===== src/rtl/rd_ptr_level_handler.sv =====
// Read-side pointer controller for the async FIFO: synchronises the gray
// write pointer and produces the read address, gray read pointer, empty,
// almost-empty, fill level and underflow flags in the read clock domain.
module rd_ptr_level_handler #(
  parameter int unsigned PTR_WIDTH   = 3,
  parameter int unsigned SYNC_STAGES = 2
) (
  input  logic                 i_clk,
  input  logic                 i_rstn,
  input  logic                 i_en,
  input  logic [PTR_WIDTH:0]   i_g_wr_ptr,
  input  logic [PTR_WIDTH:0]   i_ae_thresh,
  output logic                 o_rd_accept,
  output logic [PTR_WIDTH:0]   o_b_rd_ptr,
  output logic [PTR_WIDTH:0]   o_g_rd_ptr,
  output logic                 o_empty,
  output logic                 o_almost_empty,
  output logic [PTR_WIDTH:0]   o_rd_level,
  output logic                 o_underflow
);

  localparam int unsigned PW = PTR_WIDTH + 1;

  logic [PW-1:0] r_sync [SYNC_STAGES];
  logic [PW-1:0] w_wr_g_s;
  logic [PW-1:0] w_wr_b_s;
  logic [PW-1:0] w_nxt_b;
  logic [PW-1:0] w_nxt_g;
  logic [PW-1:0] w_nxt_level;
  logic          w_acc;

  // Multi-flop synchroniser for the write-domain gray pointer
  always_ff @(posedge i_clk) begin
    if (!i_rstn) begin
      for (int unsigned i = 0; i < SYNC_STAGES; i++) begin
        r_sync[i] <= '0;
      end
    end else begin
      r_sync[0] <= i_g_wr_ptr;
      for (int unsigned i = 1; i < SYNC_STAGES; i++) begin
        r_sync[i] <= r_sync[i-1];
      end
    end
  end

  assign w_wr_g_s = r_sync[SYNC_STAGES-1];

  // Gray-to-binary of the synchronised write pointer (XOR of all bits at or above)
  always_comb begin
    w_wr_b_s = '0;
    for (int unsigned i = 0; i < PW; i++) begin
      w_wr_b_s[i] = ^(w_wr_g_s >> i);
    end
  end

  // Accept only against the registered (pessimistic) empty flag
  assign w_acc       = i_en & ~o_empty;
  assign o_rd_accept = w_acc;

  assign w_nxt_b     = o_b_rd_ptr + PW'(w_acc);
  assign w_nxt_g     = w_nxt_b ^ (w_nxt_b >> 1);
  assign w_nxt_level = w_wr_b_s - w_nxt_b;

  // Pointer and status registers; status reflects the read taken at this edge
  always_ff @(posedge i_clk) begin
    if (!i_rstn) begin
      o_b_rd_ptr     <= '0;
      o_g_rd_ptr     <= '0;
      o_empty        <= 1'b1;
      o_almost_empty <= 1'b1;
      o_rd_level     <= '0;
      o_underflow    <= 1'b0;
    end else begin
      o_b_rd_ptr     <= w_nxt_b;
      o_g_rd_ptr     <= w_nxt_g;
      o_empty        <= (w_nxt_g == w_wr_g_s);
      o_almost_empty <= (w_nxt_level <= i_ae_thresh);
      o_rd_level     <= w_nxt_level;
      o_underflow    <= i_en & o_empty;
    end
  end

endmodule

===== config.mk =====
export PLATFORM = sky130hd
export DESIGN_NAME = rd_ptr_level_handler
export DESIGN_NICKNAME = d
export VERILOG_FILES = /design/src/rtl/rd_ptr_level_handler.sv
export SDC_FILE = /design/constraint.sdc
export NUM_CORES = 1
export LEC_CHECK = 0
export ABC_AREA = 1
export CAP_MARGIN = 30
export CORE_MARGIN = 4
export CORE_UTILIZATION = 50
export CTS_CLUSTER_SIZE = 24
export DETAILED_ROUTE_END_ITERATION = 16
export GPL_TIMING_DRIVEN = 0
export PLACE_DENSITY = 0.82
export SKIP_CTS_REPAIR_TIMING = 1
export SLEW_MARGIN = 20
export SYNTH_ARGS = -nofsm -noshare
export SYNTH_HDL_FRONTEND = slang
export SYNTH_SLANG_ARGS = --single-unit

===== constraint.sdc =====
create_clock -name i_clk -period 5.6 [get_ports i_clk]
set_input_delay 1.12 -clock i_clk [delete_from_list [all_inputs] [get_ports i_clk]]
set_output_delay 1.12 -clock i_clk [all_outputs]
set_load 0.05 [all_outputs]

==> impl_metrics.json <==
{
  "top_cells_by_area": "dfxtp_1 (42%), nand2_1 (14%), ha_1 (11%)",
  "synth_area_per_cell_um2": 7.589,
  "track_usage_pct": 15.42,
  "crit_path_start_kind": "input pin",
  "synth_cell_type_count": 18,
  "critPathCaptureType": "flop",
  "fin_nets": 189,
  "power_frac_clock_pct": 17.8,
  "place.gp.congestion": 0.8634,
  "drt_iter0_drc": 10,
  "reg2reg_depth": 15,
  "fin_ws_ns": 1.771,
  "yosys_most_used_dff": "dfxtp_1",
  "warnings": 26,
  "finalSetupViolCount": 0,
  "grt_max_degree": 12,
  "hold_viol_final": 0,
  "setup_tns_ns": 0,
  "outcome": "finished clean",
  "seq_area_share_pct": 32.47,
  "final-seq-area_um2": 440.4,
  "cts_buffers": 3,
  "rsz0062_at_grt": "false",
  "core_mm2": 0.001962,
  "leakagePower_nw": 0.6984,
  "diodes": 0,
  "antenna_found_initial": 0,
  "combPwrFrac_pct": 36.2,
  "cp.required_ns": 5.77,
  "wl_per_cell_um": 9.964,
  "num_io_pins": 27,
  "buffers_excl_clock": 28,
  "p_switching_uw": 132.9,
  "final_layout_size_suffix_gt1_share_pct": 4.217,
  "r2r_start": "o_empty",
  "port_buffers": 26,
  "post-synth-top-area-cell": "dfxtp_1",
  "finClkSkew_ns": 0.001935,
  "worst_pin_slew_ns": 0.5002,
  "layout_top_cell": "nand2_1",
  "cpPeakStageDelay_ns": 0.48
}
metrics by stage:
step                area [µm²]  util (%)  std cells  total power, mW
floorplan                 1040         -        137           0.2734
CTS                       1356     69.13        193           0.3848
detailed placement        1334     67.98        190           0.3174
global route              1356     69.13        193           0.4035
finish                    1356     69.13        193           0.3804
global placement          1334     67.98        190           0.3122
cell families after synthesis:
kind of cell / Yosys count / synth area share, %
adders and majority gates: 10 / 12.76
buffers and inverters: 29 / 10.83
DFF: 22 / 42.36
and+or+nand+nor: 62 / 25.51
AOI/OAI and AO/OA: 9 / 4.332
xor gates and xnor gates: 5 / 4.212
how the worst max path moves through the flow:
stage	cells after the start	startpoint	to	slack [ns]
6_report	17	i_en	o_almost_empty	1.77
5_1_grt	17	i_en	o_almost_empty	1.55
4_1_cts	17	i_en	o_almost_empty	1.82
3_5_place_dp	17	i_en	o_almost_empty	1.49
3_3_place_gp	17	i_en	o_almost_empty	1.59
2_1_floorplan	16	i_en	o_almost_empty	1.58
layer usage:
metal	GRT usage, %	share of wire [%]	wire length (µm)	up-vias
li1	-	-	-	483
met3	3.324	3.9	75	2
met2	28.78	50	971	15
met4	6.383	0.68	13	0
met1	16.61	45	862	384
met5	0	0	0	-
state kept, by name (all words and copies together) (netlist names):
| name | cells |
|---|---|
| o_almost_empty | 1 |
| o_rd_level | 4 |
| o_b_rd_ptr | 4 |
| r_sync | 8 |
| o_empty | 1 |
| o_g_rd_ptr | 3 |
| o_underflow | 1 |
power groups by stage:
stage               Sequential (mW)  Combinational (mW)  Clock, mW
CTS                           0.175               0.139     0.0707
global placement              0.178               0.134          0
floorplan                     0.217              0.0561          0
finish                        0.175               0.138     0.0677
global route                  0.176               0.151     0.0762
detailed placement            0.179               0.139          0
The metal 1 layer:
Supply wires on this layer in grey.
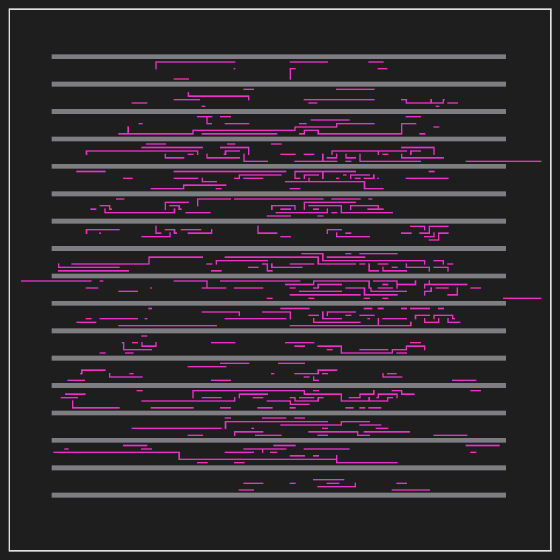
nets with wire on the layer: 173
longest straight run: 15.6 µm

Gate families picked out:
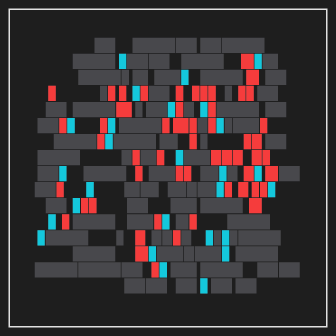
[red] nand cells | cells: 53
[cyan] inv cells | cells: 27

Supply network:
Pins as bars on the die edge.
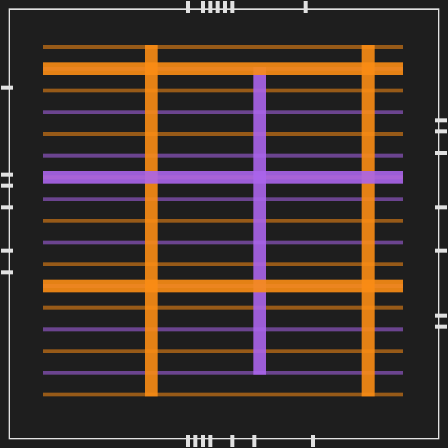
[purple] VDD
[orange] VSS
met1 rails: 17
met5 straps: 3
met4 straps: 3
signal pins: 27
rows: 16

Power is estimated from default activity; no workload was simulated.
